===== src/rtl/ysram_read_arbiter_if.sv =====
// Request/response and SRAM read-port bundle for ysram_read_arbiter.
// master = requesters + SRAM macro side, slave = the arbiter.
interface ysram_read_arbiter_if;
    logic         req0_valid;
    logic [15:0]  req0_row;
    logic         req0_ready;
    logic         resp0_valid;
    logic [255:0] resp0_data;
    logic         resp0_err;

    logic         req1_valid;
    logic [15:0]  req1_row;
    logic         req1_ready;
    logic         resp1_valid;
    logic [255:0] resp1_data;
    logic         resp1_err;

    logic [10:0]  ysram_addr;
    logic         ysram_rd_en;
    logic [255:0] ysram_rdata;

    modport slave (
        input  req0_valid, req0_row, req1_valid, req1_row, ysram_rdata,
        output req0_ready, resp0_valid, resp0_data, resp0_err,
        output req1_ready, resp1_valid, resp1_data, resp1_err,
        output ysram_addr, ysram_rd_en
    );

    modport master (
        output req0_valid, req0_row, req1_valid, req1_row, ysram_rdata,
        input  req0_ready, resp0_valid, resp0_data, resp0_err,
        input  req1_ready, resp1_valid, resp1_data, resp1_err,
        input  ysram_addr, ysram_rd_en
    );
endinterface


===== src/rtl/ysram_read_arbiter.sv =====
// Two-requester arbiter for the Y-matrix SRAM read port, one read outstanding.
// Define YSRAM_ARB_RR_EN for round-robin arbitration; otherwise requester 0 wins ties.
//
// state   | meaning
// IDLE    | ready offered to the arbitration winner
// ISSUE   | one-cycle SRAM read strobe, or skip straight to RESP on range error
// WAIT    | terminal-count down-counter covering READ_LAT
// RESP    | one-cycle response pulse to the granted requester
module ysram_read_arbiter #(
    parameter int READ_LAT = 1
) (
    input  logic                 i_clk,
    input  logic                 i_rst,
    ysram_read_arbiter_if.slave  io_bus,
    output logic                 o_busy
);
    localparam logic [1:0] S_IDLE  = 2'd0;
    localparam logic [1:0] S_ISSUE = 2'd1;
    localparam logic [1:0] S_WAIT  = 2'd2;
    localparam logic [1:0] S_RESP  = 2'd3;

    logic [1:0]   r_state;
    logic         r_gnt;
    logic         r_err_pend;
    logic [10:0]  r_addr;
    logic [2:0]   r_cnt;
    logic [255:0] r_data0;
    logic [255:0] r_data1;
    logic         r_err0;
    logic         r_err1;

    logic         w_idle;
    logic         w_pick1;
    logic         w_accept;
    logic [15:0]  w_row;
    logic         w_row_err;

`ifdef YSRAM_ARB_RR_EN
    // r_ptr = 1 means requester 1 is favoured on the next tie
    logic r_ptr;

    always_ff @(posedge i_clk) begin
        if (i_rst) begin
            r_ptr <= 1'b0;
        end else if (w_accept) begin
            r_ptr <= ~w_pick1;
        end
    end

    assign w_pick1 = io_bus.req1_valid & (~io_bus.req0_valid | r_ptr);
`else
    assign w_pick1 = io_bus.req1_valid & ~io_bus.req0_valid;
`endif

    assign w_idle    = (r_state == S_IDLE) & ~i_rst;
    assign w_accept  = w_idle & (io_bus.req0_valid | io_bus.req1_valid);
    assign w_row     = w_pick1 ? io_bus.req1_row : io_bus.req0_row;
    assign w_row_err = |w_row[15:11];

    assign io_bus.req0_ready  = w_idle & io_bus.req0_valid & ~w_pick1;
    assign io_bus.req1_ready  = w_idle & w_pick1;
    assign io_bus.ysram_rd_en = (r_state == S_ISSUE) & ~r_err_pend;
    assign io_bus.ysram_addr  = r_addr;
    assign io_bus.resp0_valid = (r_state == S_RESP) & ~r_gnt;
    assign io_bus.resp1_valid = (r_state == S_RESP) & r_gnt;
    assign io_bus.resp0_data  = r_data0;
    assign io_bus.resp1_data  = r_data1;
    assign io_bus.resp0_err   = r_err0;
    assign io_bus.resp1_err   = r_err1;
    assign o_busy             = (r_state != S_IDLE);

    always_ff @(posedge i_clk) begin
        if (i_rst) begin
            r_state    <= S_IDLE;
            r_gnt      <= 1'b0;
            r_err_pend <= 1'b0;
            r_addr     <= '0;
            r_cnt      <= '0;
            r_data0    <= '0;
            r_data1    <= '0;
            r_err0     <= 1'b0;
            r_err1     <= 1'b0;
        end else begin
            case (r_state)
                S_IDLE: begin
                    if (w_accept) begin
                        r_gnt      <= w_pick1;
                        r_err_pend <= w_row_err;
                        // the address only moves for requests that really reach the SRAM
                        if (!w_row_err) begin
                            r_addr <= w_row[10:0];
                        end
                        r_state <= S_ISSUE;
                    end
                end
                S_ISSUE: begin
                    if (r_err_pend) begin
                        if (r_gnt) begin
                            r_data1 <= '0;
                            r_err1  <= 1'b1;
                        end else begin
                            r_data0 <= '0;
                            r_err0  <= 1'b1;
                        end
                        r_state <= S_RESP;
                    end else begin
                        r_cnt   <= 3'(READ_LAT - 1);
                        r_state <= S_WAIT;
                    end
                end
                S_WAIT: begin
                    if (r_cnt == 3'd0) begin
                        if (r_gnt) begin
                            r_data1 <= io_bus.ysram_rdata;
                            r_err1  <= 1'b0;
                        end else begin
                            r_data0 <= io_bus.ysram_rdata;
                            r_err0  <= 1'b0;
                        end
                        r_state <= S_RESP;
                    end else begin
                        r_cnt <= r_cnt - 3'd1;
                    end
                end
                S_RESP: begin
                    r_state <= S_IDLE;
                end
                default: begin
                    r_state <= S_IDLE;
                end
            endcase
        end
    end
endmodule


===== src/flat_wrapper.sv =====
// flat-port wrapper written by rule: the top's interface ports become plain ports
module ysram_read_arbiter_flat 
#(
    parameter int READ_LAT = 1
)
  (i_clk, i_rst, o_busy, io_bus_req0_valid, io_bus_req0_row, io_bus_req1_valid, io_bus_req1_row, io_bus_ysram_rdata, io_bus_req0_ready, io_bus_resp0_valid, io_bus_resp0_data, io_bus_resp0_err, io_bus_req1_ready, io_bus_resp1_valid, io_bus_resp1_data, io_bus_resp1_err, io_bus_ysram_addr, io_bus_ysram_rd_en);
  ysram_read_arbiter_if io_bus_i ();
  input  logic i_clk;
  input  logic i_rst;
  output logic o_busy;
  input wire logic [$bits(io_bus_i.req0_valid)-1:0] io_bus_req0_valid;
  input wire logic [$bits(io_bus_i.req0_row)-1:0] io_bus_req0_row;
  input wire logic [$bits(io_bus_i.req1_valid)-1:0] io_bus_req1_valid;
  input wire logic [$bits(io_bus_i.req1_row)-1:0] io_bus_req1_row;
  input wire logic [$bits(io_bus_i.ysram_rdata)-1:0] io_bus_ysram_rdata;
  output wire logic [$bits(io_bus_i.req0_ready)-1:0] io_bus_req0_ready;
  output wire logic [$bits(io_bus_i.resp0_valid)-1:0] io_bus_resp0_valid;
  output wire logic [$bits(io_bus_i.resp0_data)-1:0] io_bus_resp0_data;
  output wire logic [$bits(io_bus_i.resp0_err)-1:0] io_bus_resp0_err;
  output wire logic [$bits(io_bus_i.req1_ready)-1:0] io_bus_req1_ready;
  output wire logic [$bits(io_bus_i.resp1_valid)-1:0] io_bus_resp1_valid;
  output wire logic [$bits(io_bus_i.resp1_data)-1:0] io_bus_resp1_data;
  output wire logic [$bits(io_bus_i.resp1_err)-1:0] io_bus_resp1_err;
  output wire logic [$bits(io_bus_i.ysram_addr)-1:0] io_bus_ysram_addr;
  output wire logic [$bits(io_bus_i.ysram_rd_en)-1:0] io_bus_ysram_rd_en;
  assign io_bus_i.req0_valid = io_bus_req0_valid;
  assign io_bus_i.req0_row = io_bus_req0_row;
  assign io_bus_i.req1_valid = io_bus_req1_valid;
  assign io_bus_i.req1_row = io_bus_req1_row;
  assign io_bus_i.ysram_rdata = io_bus_ysram_rdata;
  assign io_bus_req0_ready = io_bus_i.req0_ready;
  assign io_bus_resp0_valid = io_bus_i.resp0_valid;
  assign io_bus_resp0_data = io_bus_i.resp0_data;
  assign io_bus_resp0_err = io_bus_i.resp0_err;
  assign io_bus_req1_ready = io_bus_i.req1_ready;
  assign io_bus_resp1_valid = io_bus_i.resp1_valid;
  assign io_bus_resp1_data = io_bus_i.resp1_data;
  assign io_bus_resp1_err = io_bus_i.resp1_err;
  assign io_bus_ysram_addr = io_bus_i.ysram_addr;
  assign io_bus_ysram_rd_en = io_bus_i.ysram_rd_en;
  ysram_read_arbiter #(.READ_LAT(READ_LAT)) u_core (.i_clk(i_clk), .i_rst(i_rst), .io_bus(io_bus_i), .o_busy(o_busy));
endmodule

===== config.mk =====
export PLATFORM = sky130hd
export DESIGN_NAME = ysram_read_arbiter_flat
export DESIGN_NICKNAME = d
export VERILOG_FILES = /design/src/rtl/ysram_read_arbiter_if.sv /design/src/rtl/ysram_read_arbiter.sv /design/src/flat_wrapper.sv
export SDC_FILE = /design/constraint.sdc
export NUM_CORES = 1
export LEC_CHECK = 0
export ABC_CLOCK_PERIOD_IN_PS = 2200
export CORE_AREA = 2 2 325 327
export DETAILED_ROUTE_END_ITERATION = 8
export DIE_AREA = 0 0 327 329
export MAX_ROUTING_LAYER = met4
export PLACE_DENSITY = 0.47
export SKIP_CTS_REPAIR_TIMING = 1
export SLEW_MARGIN = 30
export SYNTH_ARGS = -nofsm -noshare
export SYNTH_HDL_FRONTEND = slang
export SYNTH_SLANG_ARGS = --single-unit

===== constraint.sdc =====
create_clock -name i_clk -period 2.2 [get_ports i_clk]
set_clock_uncertainty 0.05 [all_clocks]
set_input_delay 0.55 -clock i_clk [delete_from_list [all_inputs] [get_ports i_clk]]
set_output_delay 0.55 -clock i_clk [all_outputs]
set_load 0.02 [all_outputs]

Run 1, track usage over the die:
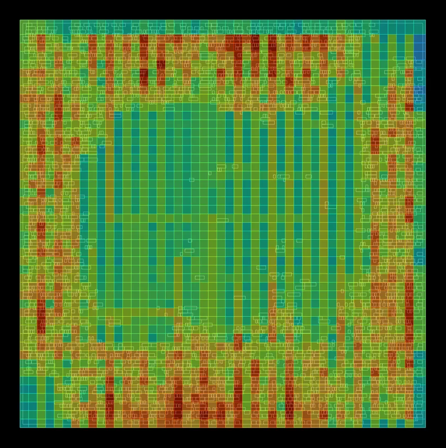
met3 track demand over resource in global routing: 5.263%
met2 usage in global routing: 26.06%
routed wirelength normalized by instance count: 19.96 um
peak-usage layer in the global routing report: met2
met1 track utilization from global routing: 17.86%

Run 1, sequential cells colored by netlist name:
Other sequential cells in the stronger gray, the rest of the logic in the fainter gray.
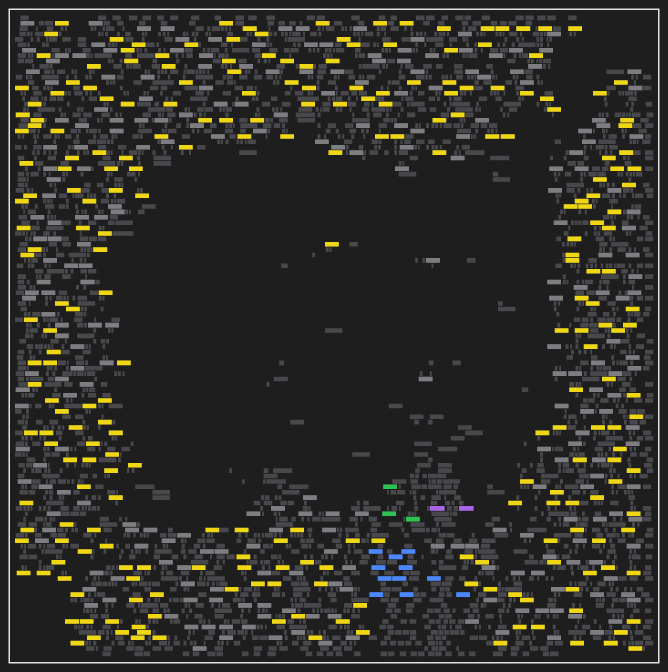
Purple marks `u_core.r_state`, sequential cells 2. Blue marks `u_core.io_bus.ysram_addr`, sequential cells 11, where south. Yellow marks `u_core.io_bus.resp0_data`, sequential cells 256, where spread over the die. Green marks `u_core.r_cnt`, sequential cells 3.
Another 260 sequential cells are not colored.
proportion of cell area occupied by registers: 31.36%
Register Area: 10,650 um2
post-layout utilization of the core: 32.55%

==> impl_metrics.env, run 1 <==
# flow metrics
export IMPL_violations="setup timing"
export IMPL_crit_fanout=3
export IMPL_globalRoute_totalOverflow=0
export IMPL_clock_insertion_delay_worst_skew_ns=0.61
export IMPL_fmaxAchievable_ghz=0.4375
export IMPL_number_of_flip_flops_and_latches_in_the_synthesized_netlist=532
export IMPL_layout_setup_ws_ns=-0.08569
export IMPL_seq_area_frac_synth_pct=54.85
export IMPL_layout_cells_largest_class="buffers"
export IMPL_logic_family_by_area="simple AND/OR/NAND/NOR gates"
export IMPL_synth_cellmix_xorXnorShare_pct=0
export IMPL_drt_pre_antenna_iters=7
export IMPL_tapcell_count=1391
export IMPL_detail_route_antenna_nets=0
export IMPL_worst_slew_pin_slew_ns=1.189
export IMPL_top_area_cell="sky130_fd_sc_hd__dfxtp_1"
export IMPL_tritoncts_num_sinks=532
export IMPL_detail_route_iter0_violations=1225
export IMPL_cp_required_ns=1.60
export IMPL_placed_area_um2=29800
export IMPL_top_cell="sky130_fd_sc_hd__dfxtp_1"
export IMPL_cts_tree="yes"
export IMPL_common_cells="sky130_fd_sc_hd__dfxtp_1 (532), sky130_fd_sc_hd__nand2_1 (517), sky130_fd_sc_hd__nand3_1 (515)"
export IMPL_final_design_area_no_fill_um2=33970
export IMPL_syn_to_final_growth_pct=74.97
export IMPL_chip_height_um=329
export IMPL_antenna_found_initial=10
export IMPL_report_final_setup_viol=2
export IMPL_aoi_share_pct=15.11
export IMPL_ys_cells=2403
export IMPL_route_detailed_drc=0
export IMPL_cts_reportedPaths_clkPinSlew_ns=0.07
export IMPL_placed_cells=4485
export IMPL_synth_adder_area_share_pct=0.4511
export IMPL_finalCritPeriodShare_pct=103.9
export IMPL_numSequentialCells=532
export IMPL_fin_crit_ns=2.286
export IMPL_p_total_mw=42.38
export IMPL_layout_nets=3488
export IMPL_run_status="complete, but fails checks"
export IMPL_viasPerCell=4.343
export IMPL_clock_root_buffer="sky130_fd_sc_hd__clkbuf_16"
export IMPL_detail_route_wirelength_met1_um=37660
export IMPL_postSynth_asyncResetShare_pct=0
export IMPL_diodes=7
export IMPL_core_area_um2=104400
export IMPL_mostFrequentLayoutCell="sky130_fd_sc_hd__dfxtp_1"
Run 1, routed metal per tile:
The die is cut into 33 by 33 equal tiles; white is low, dark blue is high, scaled to the fullest tile. Values are wire area over tile area, all layers added.
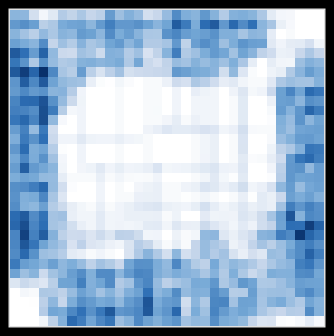
The emptiest ninth of the die: center. The fullest tile reaches 0.45. 12% of the tiles are nearly empty.
total routed wirelength: 92,590 um
GRT Resource Usage Total: 15.88%
vias after detailed routing: 20.15k

[run 1: report_power, final]
| group | switching, mW | internal [mW] |
|---|---|---|
| registers | 0.416 | 10.5 |
| clock network | 4.51 | 6.78 |
| logic | 12.7 | 7.52 |
| total | 17.6 | 24.8 |
[run 1: worst paths after layout]
kind                            startpoint                       endpoint  cells after the start
min                                  i_rst  u_core.io_bus.resp1_data[197]                      3
max                      u_core.r_state[1]              io_bus_req1_ready                      6
min reg2reg  u_core.io_bus.resp1_data[132]  u_core.io_bus.resp1_data[132]                      2
max reg2reg              u_core.r_state[0]   u_core.io_bus.resp1_data[61]                     11
[run 1: worst max-delay path: cells and delay by family (launching register included)]
family / cells / cell delay, ns
fa+ha+maj: 1 / 0.14
buf+inv: 3 / 0.28
simple gates: 2 / 0.34
flops: 1 / 0.32
Run 1, met1 routing:
Scale bar: 100 um.
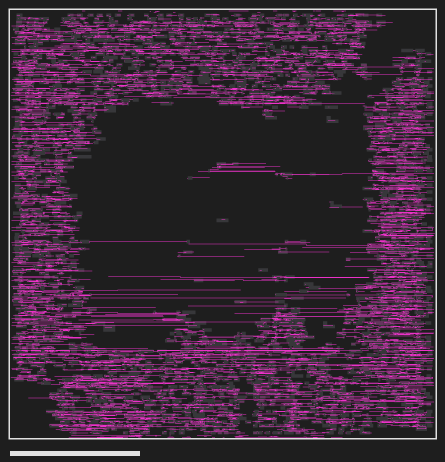

==> inputs of run 2 (changes only) <==
ABC_AREA = 1   (was unset)
CORE_AREA = 2 2 320 322   (was 2 2 325 327)
DIE_AREA = 0 0 322 324   (was 0 0 327 329)
PLACE_DENSITY = 0.48   (was 0.47)
Run 2, met1 routing:
Scale bar: 100 um.
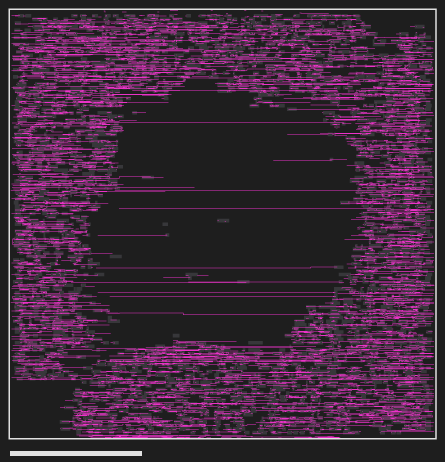
The wires run mostly horizontal. 3,455 nets have wire on it. The layer carries 41.1 mm of wire. The layer holds 41% of the routed length.
met1 track utilization from global routing: 20.51%
vias after detailed routing: 20.92k
total routed wirelength: 99,940 um

Run 2, routed metal per tile:
The die is cut into 32 by 32 equal tiles; white is low, dark blue is high, scaled to the fullest tile. Values are wire area over tile area, all layers added.
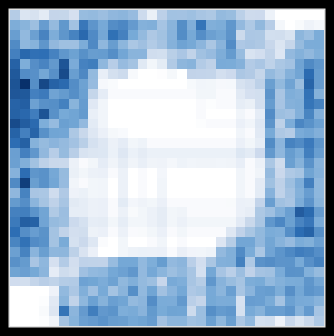
The emptiest ninth of the die: center. 11% of the tiles are nearly empty. The mean over all tiles is 0.16. 27% of the tiles are over half the peak. The fullest tile reaches 0.48.
GRT Resource Usage Total: 17.82%
routed wirelength normalized by instance count: 20.57 um

==> impl_metrics.env, run 2 <==
# flow metrics
export IMPL_detail_route_antenna_nets=0
export IMPL_max_slew_margin_pct=41.76
export IMPL_timing_hold_worst_start="u_core.r_cnt[1]"
export IMPL_max_cap_violations=0
export IMPL_detail_route_wirelength_met1_um=41060
export IMPL_cpLargestDelayFamily="buffers and inverters"
export IMPL_fmaxAchievable_ghz=0.4514
export IMPL_r2r_end="u_core.io_bus.resp1_data[87]"
export IMPL_critical_path_cell_count=6
export IMPL_combined_area_of_all_synthesized_cells_um2=20040
export IMPL_synth_cells=2671
export IMPL_placement_io_buffers=822
export IMPL_tapcell_count=1309
export IMPL_number_of_flip_flops_and_latches_in_the_synthesized_netlist=532
export IMPL_critPathLaunch="u_core.r_state[1]"
export IMPL_worst_slew_pin_slew_ns=0.8735
export IMPL_mostFrequentLayoutCell="sky130_fd_sc_hd__nor2_1"
export IMPL_common_cells="sky130_fd_sc_hd__nor2_1 (660), sky130_fd_sc_hd__dfxtp_1 (532), sky130_fd_sc_hd__a21oi_1 (340), sky130_fd_sc_hd__o21ai_0 (340), sky130_fd_sc_hd__nand2_1 (241)"
export IMPL_violations="setup timing"
export IMPL_groute_layer_met3_usage_pct=6.830
export IMPL_crit_fanout=3
export IMPL_cp_required_ns=1.60
export IMPL_layout_cells_largest_class="buffers"
export IMPL_busiest_layer="met2"
export IMPL_numSequentialCells=532
export IMPL_antenna_found_initial=13
export IMPL_globalRoute_totalOverflow=0
export IMPL_layout_nets=3792
export IMPL_holdPathEnd="u_core.r_cnt[1]"
export IMPL_seq_area_share_pct=30.98
export IMPL_final_seq_area_um2=10650
export IMPL_seq_area_frac_synth_pct=53.16
export IMPL_fin_crit_ns=2.215
export IMPL_worstSetupEndpoint="io_bus_req0_ready"
export IMPL_critical_path_buf_inv_count=3
export IMPL_layout_setup_ws_ns=-0.01523
export IMPL_cts_made_buffers=68
export IMPL_drt_pre_antenna_iters=5
export IMPL_postSynth_asyncResetShare_pct=0
export IMPL_finalCritPeriodShare_pct=100.7
export IMPL_chip_height_um=324
export IMPL_placed_cells=4706
export IMPL_clock_root_buffer="sky130_fd_sc_hd__clkbuf_16"
export IMPL_diodes=9
export IMPL_timing_reg2reg_worst_path_depth=12
export IMPL_clock_insertion_delay_worst_skew_ns=0.60
export IMPL_syn_to_final_growth_pct=71.62
export IMPL_viasPerCell=4.305
export IMPL_detail_route_iter0_violations=1192
export IMPL_run_status="complete, but fails checks"
export IMPL_route_detailed_drc=0
export IMPL_ys_cells=2671
export IMPL_syn_num_nets=2970
export IMPL_report_final_setup_viol=1
export IMPL_reg2reg_from="u_core.r_state[0]"
export IMPL_tritoncts_num_sinks=532
export IMPL_grt_met2_usage_pct=28.60
export IMPL_floorplan_core_util_pct=19.84
export IMPL_top_area_cell="sky130_fd_sc_hd__dfxtp_1"
export IMPL_cts_reportedPaths_clkPinSlew_ns=0.05
export IMPL_top_cell="sky130_fd_sc_hd__nor2_1"
export IMPL_hold_depth=2
export IMPL_p_total_mw=50.29
Run 2, zoomed window:
Scale bar: 5 um. Window x 232 to 252, y 233 to 253 um. Cells in gray, sequential cells in the stronger gray; small squares are vias.
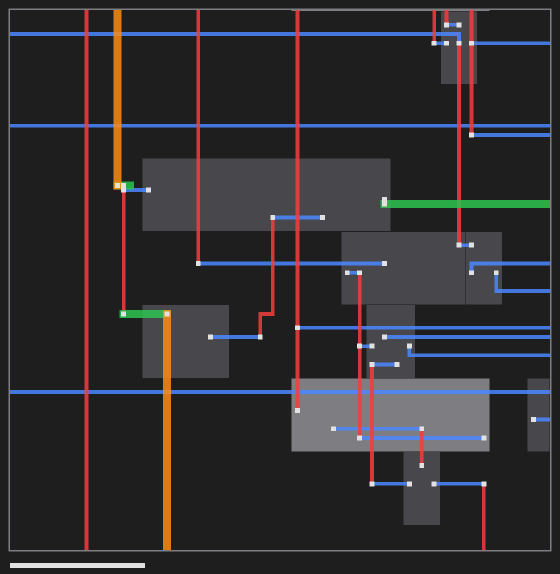
Blue marks M1. Red marks M2. Green marks M3. Orange marks M4.
Sequential cells in the window: 1. Most frequent: nor2_1 (3). Netlist names of flops here include `u_core.io_bus.resp0_data` (1). 8 logic cells have their middle in the window.

-- run 2: kinds of logic after synthesis --
family                   synth area share [%]
AND/OR/NAND/NOR                         19.08
AND-OR/OR-AND                           19.68
flip-flops                              53.16
buffers and inverters                   7.644
adder cells (fa/ha/maj)                0.4371
-- run 2: where the power goes --
part	internal (mW)	total, mW	switching [mW]
sequential	11.8	12.8	0.946
clock	6.65	11.1	4.47
combinational	10.5	26.4	15.9
total	29.0	50.3	21.3
-- run 2: metrics by stage --
step	cell area [um2]	TNS [ns]	util [%]	hold WS [ns]
detailed placement	30290	-0.6104	29.99	0.4026
CTS	32470	-26.98	32.15	0.4024
global route	34380	-0.7987	34.04	0.4234
floorplan	20040	0	-	0.3909
global placement	30290	-0.6483	29.99	0.4006
finish	34390	-0.01523	34.04	0.4078
==> inputs of run 3 (changes only) <==
CTS_CLUSTER_DIAMETER = 200   (was unset)
Run 3, zoomed window:
Scale bar: 5 um. Window x 232 to 252, y 233 to 253 um. Cells in gray, sequential cells in the stronger gray; small squares are vias.
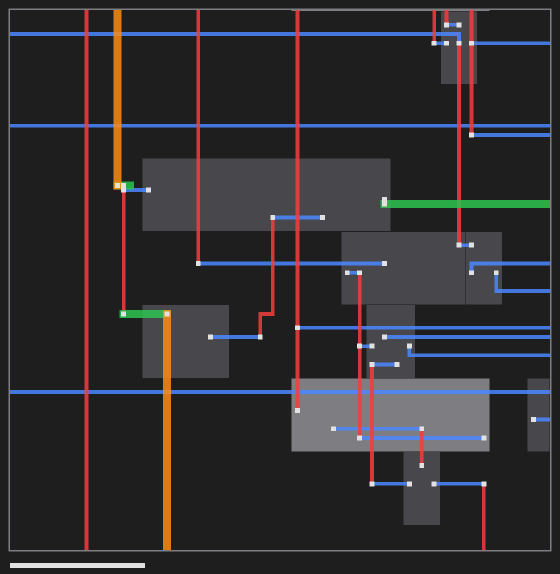
Orange marks M4. Green marks M3. Blue marks M1. Red marks M2.
Most frequent: nor2_1 (3). Sequential cells in the window: 1. Netlist names of flops here include `u_core.io_bus.resp0_data` (1). 8 logic cells have their middle in the window.

Run 3, track usage over the die:
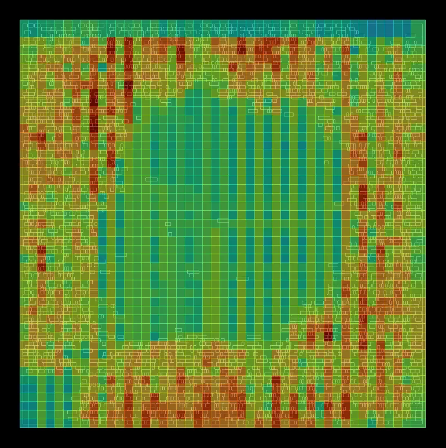
post-layout utilization of the core: 34.04%
met3 track demand over resource in global routing: 6.830%
met2 usage in global routing: 28.60%

Run 3, met1 routing:
Scale bar: 100 um.
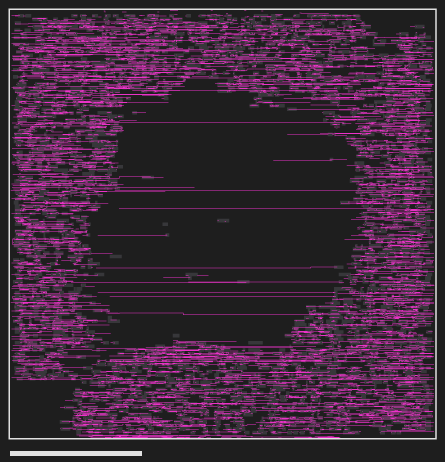
The wires run mostly horizontal. The layer carries 41.1 mm of wire. The longest straight run is 218 um.

==> impl_metrics.env, run 3 <==
# flow metrics
export IMPL_max_slew_margin_pct=41.76
export IMPL_route_detailed_drc=0
export IMPL_run_status="complete, but fails checks"
export IMPL_cts_reportedPaths_clkPinSlew_ns=0.05
export IMPL_reg2reg_from="u_core.r_state[0]"
export IMPL_ys_cells=2671
export IMPL_top_area_cell="sky130_fd_sc_hd__dfxtp_1"
export IMPL_clock_insertion_delay_worst_skew_ns=0.60
export IMPL_syn_num_nets=2970
export IMPL_detail_route_wirelength_um=99940
export IMPL_aoi_share_pct=19.68
export IMPL_hold_depth=2
export IMPL_diodes=9
export IMPL_placement_io_buffers=822
export IMPL_timing_hold_worst_start="u_core.r_cnt[1]"
export IMPL_numSequentialCells=532
export IMPL_core_area_um2=101000
export IMPL_crit_fanout=3
export IMPL_report_final_setup_viol=1
export IMPL_hold_ws_ns=0.4078
export IMPL_timing_reg2reg_worst_path_depth=12
export IMPL_mostFrequentLayoutCell="sky130_fd_sc_hd__nor2_1"
export IMPL_synth_cells=2671
export IMPL_floorplan_core_util_pct=19.84
export IMPL_worstSetupEndpoint="io_bus_req0_ready"
export IMPL_logic_family_by_area="AND-OR/OR-AND gates"
export IMPL_ys_sh_mux_pct=0
export IMPL_cts_tree="yes"
export IMPL_layout_nets=3792
export IMPL_yosys_area_share_simple_pct=19.08
export IMPL_r2r_end="u_core.io_bus.resp1_data[87]"
export IMPL_postSynth_asyncResetShare_pct=0
export IMPL_detail_route_antenna_nets=0
export IMPL_chip_height_um=324
export IMPL_critPathLaunch="u_core.r_state[1]"
export IMPL_holdPathEnd="u_core.r_cnt[1]"
export IMPL_final_seq_area_um2=10650
export IMPL_placed_cells=4706
export IMPL_synth_adder_area_share_pct=0.4371
export IMPL_cpLargestDelayFamily="buffers and inverters"
export IMPL_detail_route_iter0_violations=1192
export IMPL_cts_made_buffers=68
export IMPL_layout_setup_ws_ns=-0.01523
export IMPL_worst_slew_pin_slew_ns=0.8735
export IMPL_route_detailed_wl_per_inst_um=20.57
export IMPL_critical_path_cell_count=6
export IMPL_globalRoute_totalOverflow=0
export IMPL_violations="setup timing"
export IMPL_finalCritPeriodShare_pct=100.7
[run 3: cell counts after synthesis]
Identical to the previous run, type by type.
[run 3: layer usage]
layer	up-vias	wire, um	GRT usage (%)
li1	10336	-	-
met1	9773	41060	20.51
met2	679	47570	28.60
met3	128	9217	6.830
met4	0	2094	5.431
met5	-	0	-
[run 3: where the power goes]
group	total [mW]	internal (mW)	leakage (nW)	switching (mW)
Combinational	26.4	10.5	16.8	15.9
Clock	11.1	6.65	1.08	4.47
Sequential	12.8	11.8	4.35	0.946
[run 3: metrics by stage]
step                area, um2  util, %  setup TNS, ns  power, mW
global route            34380    34.04        -0.7987      53.58
detailed placement      30290    29.99        -0.6104      37.49
global placement        30290    29.99        -0.6483      37.45
finish                  34390    34.04       -0.01523      50.29
CTS                     32470    32.15         -26.98      48.90
floorplan               20040        -              0      26.09
No activity file was given, so power comes from the tool's default toggle rates.
